### src/rtl/exec_pkg.sv
// Shared definitions for the execute-stage issue sequencer: ALU op codes,
// sequencer states and the per-op latency / reserved-code helpers.
package exec_pkg;

    localparam logic [3:0] OP_NONE  = 4'd0;
    localparam logic [3:0] OP_IADD  = 4'd1;
    localparam logic [3:0] OP_FADD  = 4'd2;
    localparam logic [3:0] OP_RSVD3 = 4'd3;
    localparam logic [3:0] OP_SHL   = 4'd4;
    localparam logic [3:0] OP_SHR   = 4'd5;
    localparam logic [3:0] OP_OR    = 4'd6;
    localparam logic [3:0] OP_AND   = 4'd7;
    localparam logic [3:0] OP_XOR   = 4'd8;
    localparam logic [3:0] OP_FNEG  = 4'd9;

    typedef enum logic [1:0] {
        IDLE = 2'd0,
        EXEC = 2'd1,
        DONE = 2'd2
    } state_t;

    // Only the clocked FP add takes more than one cycle in the ALU.
    function automatic logic [3:0] op_latency(input logic [3:0] ctrl, input int fp_lat);
        logic [3:0] lat_s;
        if (ctrl == OP_FADD) begin
            lat_s = 4'(fp_lat);
        end else begin
            lat_s = 4'd1;
        end
        return lat_s;
    endfunction

    function automatic logic op_reserved(input logic [3:0] ctrl);
        logic rsvd_s;
        case (ctrl)
            OP_IADD, OP_FADD, OP_SHL, OP_SHR,
            OP_OR, OP_AND, OP_XOR, OP_FNEG: rsvd_s = 1'b0;
            default:                        rsvd_s = 1'b1;
        endcase
        return rsvd_s;
    endfunction

endpackage

### src/rtl/exec_issue_seq.sv
// Execute-stage sequencer: accepts one op, holds it on the ALU for its latency,
// then presents the captured result to writeback. Optional macro EXEC_PIPE_OVERLAP_EN.
module exec_issue_seq
    import exec_pkg::*;
#(
    parameter int FP_LAT = 7,
    parameter int DEST_W = 5
) (
    input  logic              clock,
    input  logic              reset,
    input  logic              in_valid,
    output logic              in_ready,
    input  logic [3:0]        in_ctrl,
    input  logic [31:0]       in_srcA,
    input  logic [31:0]       in_srcB,
    input  logic [DEST_W-1:0] in_dest,
    output logic [31:0]       alu_srcA,
    output logic [31:0]       alu_srcB,
    output logic [3:0]        alu_ctrl,
    input  logic [31:0]       alu_result,
    output logic              out_valid,
    input  logic              out_ready,
    output logic [31:0]       out_result,
    output logic [DEST_W-1:0] out_dest,
    output logic              busy
);

    state_t              state_r;
    state_t              state_s;
    logic [3:0]          cnt_r;
    logic [DEST_W-1:0]   dest_r;
    logic                rsvd_r;
    logic                in_ready_s;
    logic                accept_s;
    logic                last_s;

    // Issue-side ready: IDLE always; with overlap also DONE while writeback drains.
    always_comb begin
        in_ready_s = 1'b0;
`ifdef EXEC_PIPE_OVERLAP_EN
        if (state_r == IDLE) begin
            in_ready_s = 1'b1;
        end else if ((state_r == DONE) && out_ready) begin
            in_ready_s = 1'b1;
        end else begin
            in_ready_s = 1'b0;
        end
`else
        if (state_r == IDLE) begin
            in_ready_s = 1'b1;
        end else begin
            in_ready_s = 1'b0;
        end
`endif
    end

    assign in_ready = in_ready_s;
    assign accept_s = in_valid & in_ready_s;
    assign last_s   = (state_r == EXEC) && (cnt_r == 4'd0);
    assign busy     = (state_r != IDLE);

    // Next-state logic.
    always_comb begin
        state_s = state_r;
        case (state_r)
            IDLE: begin
                if (accept_s) begin
                    state_s = EXEC;
                end else begin
                    state_s = IDLE;
                end
            end
            EXEC: begin
                if (cnt_r == 4'd0) begin
                    state_s = DONE;
                end else begin
                    state_s = EXEC;
                end
            end
            DONE: begin
                if (accept_s) begin
                    state_s = EXEC;
                end else if (out_ready) begin
                    state_s = IDLE;
                end else begin
                    state_s = DONE;
                end
            end
            default: state_s = IDLE;
        endcase
    end

    // State register.
    always_ff @(posedge clock or posedge reset) begin
        if (reset) begin
            state_r <= IDLE;
        end else begin
            state_r <= state_s;
        end
    end

    // Op registers, latency counter and result capture.
    always_ff @(posedge clock or posedge reset) begin
        if (reset) begin
            alu_srcA   <= 32'd0;
            alu_srcB   <= 32'd0;
            alu_ctrl   <= 4'd0;
            cnt_r      <= 4'd0;
            dest_r     <= '0;
            rsvd_r     <= 1'b0;
            out_result <= 32'd0;
            out_dest   <= '0;
            out_valid  <= 1'b0;
        end else begin
            if (accept_s) begin
                alu_srcA <= in_srcA;
                alu_srcB <= in_srcB;
                alu_ctrl <= in_ctrl;
                dest_r   <= in_dest;
                rsvd_r   <= op_reserved(in_ctrl);
                cnt_r    <= op_latency(in_ctrl, FP_LAT) - 4'd1;
            end else if (last_s) begin
                // Reserved codes never trust the ALU output.
                out_result <= rsvd_r ? 32'd0 : alu_result;
                out_dest   <= dest_r;
                alu_ctrl   <= OP_NONE;
            end else if (state_r == EXEC) begin
                cnt_r <= cnt_r - 4'd1;
            end
            out_valid <= (state_s == DONE);
        end
    end

endmodule

### config.mk
export PLATFORM = sky130hd
export DESIGN_NAME = exec_issue_seq
export DESIGN_NICKNAME = d
export VERILOG_FILES = /design/src/rtl/exec_pkg.sv /design/src/rtl/exec_issue_seq.sv
export SDC_FILE = /design/constraint.sdc
export NUM_CORES = 1
export LEC_CHECK = 0
export CORE_MARGIN = 2
export CORE_UTILIZATION = 40
export CTS_CLUSTER_SIZE = 10
export DETAILED_ROUTE_END_ITERATION = 8
export GPL_ROUTABILITY_DRIVEN = 0
export GPL_TIMING_DRIVEN = 0
export PLACE_DENSITY = 0.89
export SYNTH_ARGS = -nofsm -noshare
export SYNTH_HDL_FRONTEND = slang
export SYNTH_SLANG_ARGS = --single-unit
### constraint.sdc
create_clock -name clock -period 7.2 [get_ports clock]
set_input_delay 1.44 -clock clock [delete_from_list [all_inputs] [get_ports clock]]
set_output_delay 1.44 -clock clock [all_outputs]
set_load 0.005 [all_outputs]
Figure 1. Track usage over the die (run 1).
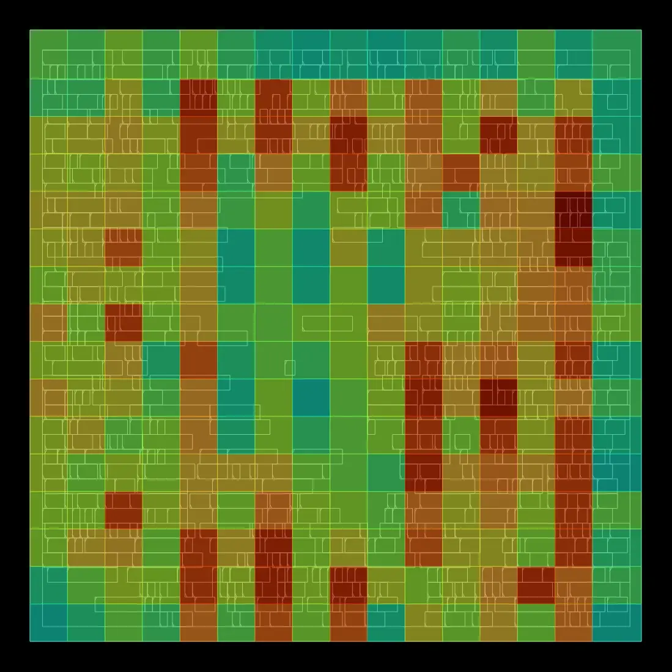
GRT met2 Usage: 37.5%
global-route met1 utilization: 26.7%
total routing resource utilization after global routing: 22.5%
post-DR wirelength/cell: 15.2 um

Figure 2. The metal 1 layer (run 1).
Drawn at 4 px/um. Supply wires on this layer in gray. Cells faint in the background.
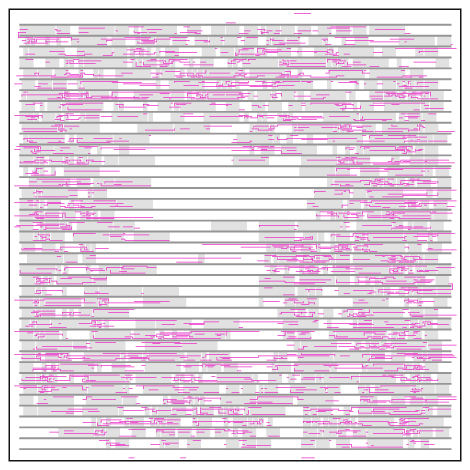
nets with wire on the layer: 746
share of all routed wire: 41%
main direction: horizontal
wire length on this layer: 5540 um
longest straight run: 38.6 um

==> summary.txt, run 1 <==
Implementation results.

For the final routed database, the setup TNS stands at 0 ps. The number of nets at the end of the flow is 850. After synthesis, the chip area reported by Yosys is 4710 sq um. The transition at the pin with the smallest max-transition slack is 707 ps. Global routing used 6.70% of the available met3 tracks. Per the layout report, the design carries 4 non-clock inverters.

The clock-net power is 887 uW. The register share after synthesis is 62.7%. Wire segments on met2 add up to 6750 um in the final route. The data required time reported for the critical path is 7490 ps. The synthesized netlist contains 30 unique library cells. The yosys cell count is 503. The multi-input gate area in the final layout is 1620 sq um.

The post-route minimum period is 3350 ps. After Yosys synthesis, and, or, nand and nor cells account for 26.2% of the synthesized area. Among all flip-flop cells after synthesis, the most frequent one is dfrtp_1. The post-route utilization of the core is recorded as 67.2%. There are 118 flip-flops and latches. The power consumed by combinational cells is 1.37 mW. Across all stage logs, warnings added up to 26. The synthesized design spends more area on one cell type than any other, namely dfrtp_1.

The area taken by flip-flops and latches is 2950 sq um. The post-placement cell area is 7080 sq um. The leading cell category by total area is flip-flops and latches. Hold-check failures listed in the final report amount to 0. The registers reported with the highest flop counts are alu_srcA x32, alu_srcB x32, out_result x32. After synthesis the netlist holds a flip-flop and latch count of 118. The worst hold path depth is 2. For reference, the critical path cell chain is clkdlybuf4s50_1 > nand2_1 > buf_2 > buf_2 > a21oi_1 > ha_1 > inv_1 > o21ai_0 > a22oi_1 > o211a_1.

The post-synthesis area per instance is 9.36 sq um. After the first detailed-routing iteration, the DRC count stood at 262. The clock tree from TritonCTS is done.

Multiplexer cells account for 1.81% of the synthesized area. The total area inside the core boundary comes to 11500 sq um. Summed over all layers, the global routing overflow is 0. STA classifies the critical path startpoint as an input pin.

The clock group share of total power is 26.0%. Across the whole layout, storage elements make up 38.3% of the cell area. The depth of the worst register-to-register path is 10. The total placed cells including tap cells is 863.

The cell area power density is 443 nW/um^2. The flow ran to the end, and the final reports show no timing, DRC or antenna violations. The setup slack on the worst flop-to-flop path is 4680 ps.

Per the OpenROAD floorplan log, the height of the die is 113 um. Setup repair after global routing left no endpoint under its margin. The site row count is 39. In this run the worst hold path is classified as reg2reg. The first-pass GRT wire length is 22300 um. Per the post-place timing report, worst setup slack is 3400 ps.

The buffer type at the clock tree root is clkbuf_16. At the worst endpoint, the arrival time is 3650 ps. 217 I/O pins were placed.

The worst pin sits at a relative slew slack of 52.9%. The switching share of power is 31.1%. Per the layout area report, the combinational fraction of cell area is 21.0%. The number of antenna violations at the first check in global routing came to 0. The part of the total power dissipated in sequential elements is 34.0%. The count of endpoints failing setup in the final report is 0. The synthesis stats list as the most numerous cell nand2_1. For reference, the top logic cell family by area is simple AND/OR/NAND/NOR gates. The synthesis run shows the most used standard cells to be nand2_1, dfrtp_1, nand2b_1, o21ai_1, buf_2. 0 antenna diodes ended up in the layout.

The area share of the largest cell type after synthesis is 62.7%. Power comes to 3.42 mW. The area share of fa/ha/maj cells after synthesis is 0.531%. Once detail routing completed, the nets flagged for antenna violations numbered 0. During tapcell insertion the tool placed 143 well taps. The share of final layout cell area taken by non-clock buffers is 30.0%. The synthesis warning total is 0. The timing report shows the most common cell along the critical path to be buf_2. Entering global routing, the biggest net connects 65 pins. The final layout report lists a non-clock buffer count of 244. By area the synthesized netlist is led by dfrtp_1, nand2_1, nand2b_1, o21ai_1, mux2_4.

The final instance area is 7710 sq um.
Figure 3. The metal 4 layer (run 1).
Drawn at 4 px/um. Supply wires on this layer in gray.
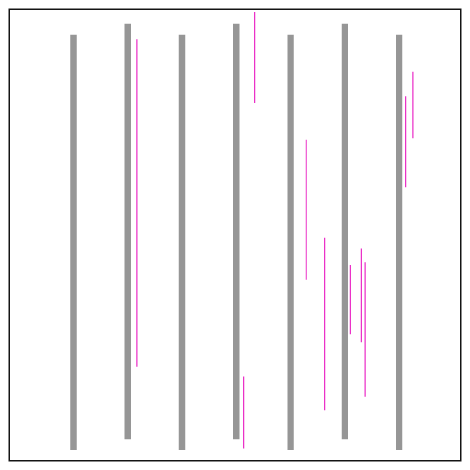
wire length on this layer: 311 um
main direction: vertical
share of all routed wire: 2.3%
longest straight run: 81.6 um

Figure 4. Signal wires by layer (run 1).
Drawn at 4 px/um. Two of the layers only.
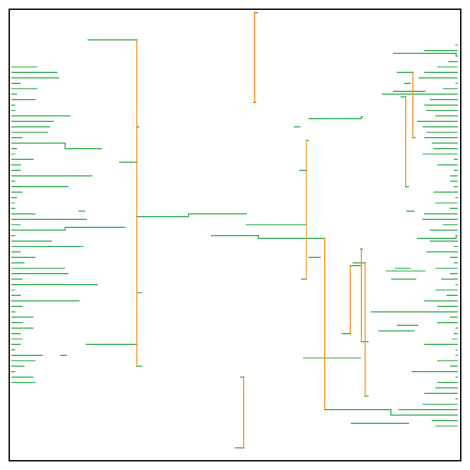
[metal 3] green | wire length: 1010 um
[metal 4] orange | wire length: 311 um
vias: 4342
wire length reported by the detailed router: 13600 um

--- run 2 (diff from run 1) ---
==> constraint.sdc (replaced) <==
create_clock -name clock -period 3.1 [get_ports clock]
set_input_delay 0.62 -clock clock [delete_from_list [all_inputs] [get_ports clock]]
set_output_delay 0.62 -clock clock [all_outputs]
set_load 0.005 [all_outputs]
Figure 5. The metal 4 layer (run 2).
Drawn at 4 px/um. Supply wires on this layer in gray.
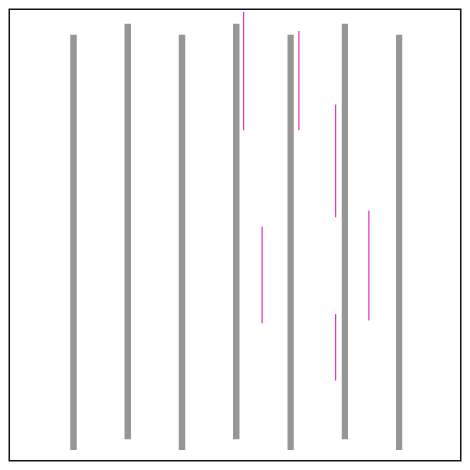
main direction: vertical
nets with wire on the layer: 5
longest straight run: 29.2 um

==> run 2 against run 1 <==
  * Design area is 0.60% lower
  * Clock power is 110% higher
  * Setup slack worse by 3300 ps
  * Hold slack hardly changed
  * Die size stayed put
  * Area after synthesis stayed put
  * Via count is 1.8% lower
  * Flip-flop count stayed put
  * Sequential power is 130% higher
  * Total power is 130% higher
  * Critical path type unchanged
  * Highest routed layer unchanged
==> summary.txt, run 2 <==
Implementation results.

Run status: completed (unchanged). The buffer type at the clock tree root is clkbuf_16 (unchanged). The utilization of the core after routing was 66.8% (was 67.2%). The total inserted antenna cells is 0 (unchanged). The site row count is 39 (unchanged). The startpoint type of the worst setup path is an input pin (unchanged). The yosys cell count came to 503 (unchanged).

The largest stage delay on the critical path is 520 ps (was 510 ps). The area share of fa/ha/maj cells after synthesis is 0.531% (unchanged). The global-route met3 utilization is 6.70% (unchanged). The detailed route wirelength on metal2 is 6810 um (was 6750 um). The signal arrival time at the worst endpoint is 2820 ps (was 3650 ps). The flip-flop cell with the highest count after synthesis is dfrtp_1 (unchanged).

The path type of the worst min-delay path is reg2reg (unchanged). The main kind of combinational logic by area is simple AND/OR/NAND/NOR gates (unchanged). The number of non-clock buffers in the layout is 245 (was 244). The number of hold violations in the final report is 0 (unchanged). The total congestion overflow after global routing is 0 (unchanged).

The clock group share of total power came to 24.2% (was 26.0%). The met2 track demand over resource in global routing is 37.6% (was 37.5%). The inverter count is 4 (unchanged). The total of flip-flops plus latches after synthesis is 118 (unchanged). The total power consumption of the routed design is 7.72 mW (was 3.42 mW). The vertical die dimension is 113 um (unchanged). The first-iteration detailed-routing DRC count is 308 (was 262).

Sequence of cells on the critical path: clkdlybuf4s50_1 > nand2_1 > buf_2 > buf_2 > a21oi_1 > ha_1 > inv_1 > o21ai_0 > a22oi_1 > o211a_1 (unchanged). The core outline area is 11500 sq um (unchanged). The power consumed by combinational cells is 3.16 mW (was 1.37 mW). The number of nets at the end of the flow was 851 (was 850).

The headroom to the max-slew limit is 50.8% (was 52.9%). The cell area power density came to 1010 nW/um^2 (was 443 nW/um^2). The count of antenna-violating nets left after detailed routing is 0 (unchanged).

The post-route minimum period is 2540 ps. The library cell occupying the most area in the post-synthesis netlist is dfrtp_1 (unchanged). The leading cell category by total area is flip-flops and latches (unchanged). The depth of the worst register-to-register path is 10 (unchanged). The area share of and/or/nand/nor cells after synthesis is 26.2% (unchanged). The final sequential cell count is 118 (unchanged).

Regs by FF count: alu_srcA x32, alu_srcB x32, out_result x32 (unchanged). Setup repair after global routing missed its margin: false (unchanged). The part of the total power dissipated in sequential elements is 34.9% (was 34.0%). The share of final layout cell area taken by non-clock buffers was 30.4% (was 30.0%). The average wire per cell in the routed design came to 14.9 um (was 15.2 um). The worst hold path depth is 2 (unchanged).

The area share of the largest cell type after synthesis is 62.7% (unchanged). The global routing usage summed across all routing layers is 21.6% (was 22.5%). The number of distinct library cells after synthesis is 30 (unchanged). The summed standard-cell area reported by yosys is 4710 sq um (unchanged). The sequential share of cell area came to 38.5% (was 38.3%). The clock-net power is 1.87 mW (was 887 uW). The most prevalent standard cell on the critical path was buf_2 (unchanged). The number of antenna violations at the first check in global routing is 0 (unchanged). The pre-CTS worst setup slack is 143 ps (was 3400 ps). The pin count of the biggest net entering global routing is 46 (was 65).

The data required time at the worst endpoint was 3380 ps (was 7490 ps). The most numerous cell in the Yosys netlist is nand2_1 (unchanged). The I/O pin count is 217 (unchanged). The first-pass GRT wire length is 21600 um (was 22300 um). The aggregate negative setup slack is 0 ps (unchanged). The area taken by flip-flops and latches was 2950 sq um (unchanged). The proportion of cell area occupied by multi-input gates is 21.1% (was 21.0%). The post-synthesis area per instance is 9.36 sq um (unchanged). The register share after synthesis is 62.7% (unchanged). The clock tree from TritonCTS is done (unchanged). The vias after detailed routing is 4265 (was 4342). The number of warnings in the stage logs is 26 (unchanged).

The total cell area at the placement stage is 7090 sq um (was 7080 sq um). The count of endpoints failing setup in the final report came to 0 (unchanged). The transition at the pin with the smallest max-transition slack was 737 ps (was 707 ps). The total detailed-routing wirelength is 13300 um (was 13600 um). The total placed cells including tap cells is 864 (was 863).
--- run 3 (diff from run 2) ---
==> constraint.sdc (replaced) <==
create_clock -name clock -period 2.6 [get_ports clock]
set_input_delay 0.52 -clock clock [delete_from_list [all_inputs] [get_ports clock]]
set_output_delay 0.52 -clock clock [all_outputs]
set_load 0.005 [all_outputs]
Figure 6. Where the registers sit (run 3).
Drawn at 4 px/um. Other sequential cells in the stronger gray, the rest of the logic in the fainter gray.
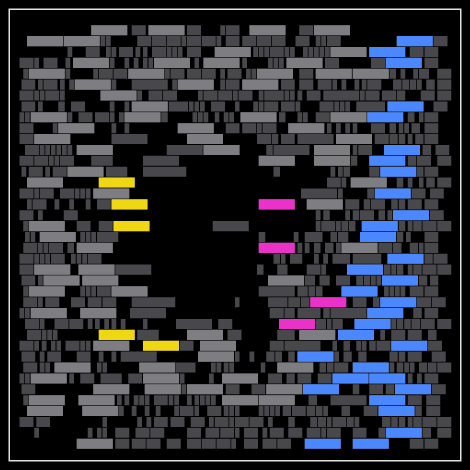
[cnt_r] magenta | placed flops: 4 | where: middle
[out_dest] yellow | placed flops: 5 | where: left middle
[out_result] blue | placed flops: 32 | where: a column on the right

==> run 3 against run 2 <==
  * Clock skew shrank 1.8 ps
  * Sequential power rose by 19%
  * Register-to-register slack worse by 360 ps
  * Largest power group unchanged
  * Flip-flop count did not move
  * Design area barely moved
  * Wire length is 0.13% higher
  * First-iteration DRC count fell by 2.3%
  * Clock-buffer cell count unchanged
  * Combinational power grew 19%
  * Critical endpoint unchanged
==> summary.txt, run 3 <==
Implementation results.

Run status: completed (unchanged). The library cell occupying the most area in the post-synthesis netlist is dfrtp_1 (unchanged). The aggregate negative setup slack is 0 ps (unchanged). The leading cell category by total area is flip-flops and latches (unchanged). Top cells by area: dfrtp_1, nand2_1, nand2b_1, o21ai_1, mux2_4 (unchanged).

The clock group share of total power came to 24.2% (about the same). The power consumed by combinational cells came to 3.77 mW (was 3.16 mW). The number of nets at the end of the flow was 851 (unchanged). The multi-input gate area in the final layout is 1620 sq um (about the same). The area share of and/or/nand/nor cells after synthesis came to 26.2% (unchanged). The number of distinct library cells after synthesis came to 30 (unchanged). The I/O pin count is 217 (unchanged). The largest stage delay on the critical path is 480 ps (was 520 ps). The count of endpoints failing setup in the final report is 0 (unchanged). The global-route track usage on met1 came to 25.9% (unchanged). The vertical die dimension is 113 um (unchanged). The share of synthesized area spent on multiplexers is 1.81% (unchanged).

The number of antenna violations at the first check in global routing is 0 (unchanged). The setup slack on the worst flop-to-flop path is 240 ps (was 600 ps). The main kind of combinational logic by area is simple AND/OR/NAND/NOR gates (unchanged). The clock tree from TritonCTS is done (unchanged). The core outline area is 11500 sq um (unchanged).

The sequential share of cell area is 38.5% (about the same). Regs by FF count: alu_srcA x32, alu_srcB x32, out_result x32 (unchanged). The post-route minimum period is 2360 ps. The pre-CTS worst setup slack came to -257 ps (was 143 ps). The area taken by flip-flops and latches came to 2950 sq um (unchanged). The register share after synthesis was 62.7% (unchanged). Leading post-synthesis cells by instance count: nand2_1, dfrtp_1, nand2b_1, o21ai_1, buf_2 (unchanged).

The count of antenna-violating nets left after detailed routing came to 0 (unchanged). The signal arrival time at the worst endpoint is 2640 ps (was 2820 ps). The number of warnings in the stage logs was 26 (unchanged). The final sequential cell count was 118 (unchanged).

The area share of the largest cell type after synthesis is 62.7% (unchanged). The transition at the pin with the smallest max-transition slack came to 740 ps (was 737 ps). The first-iteration detailed-routing DRC count was 301 (was 308).

The total cell area at the placement stage is 7090 sq um (unchanged). The startpoint type of the worst setup path is a register (was input pin). The part of the total power dissipated in sequential elements is 34.9% (about the same).
No activity file was given, so power comes from the tool's default toggle rates.
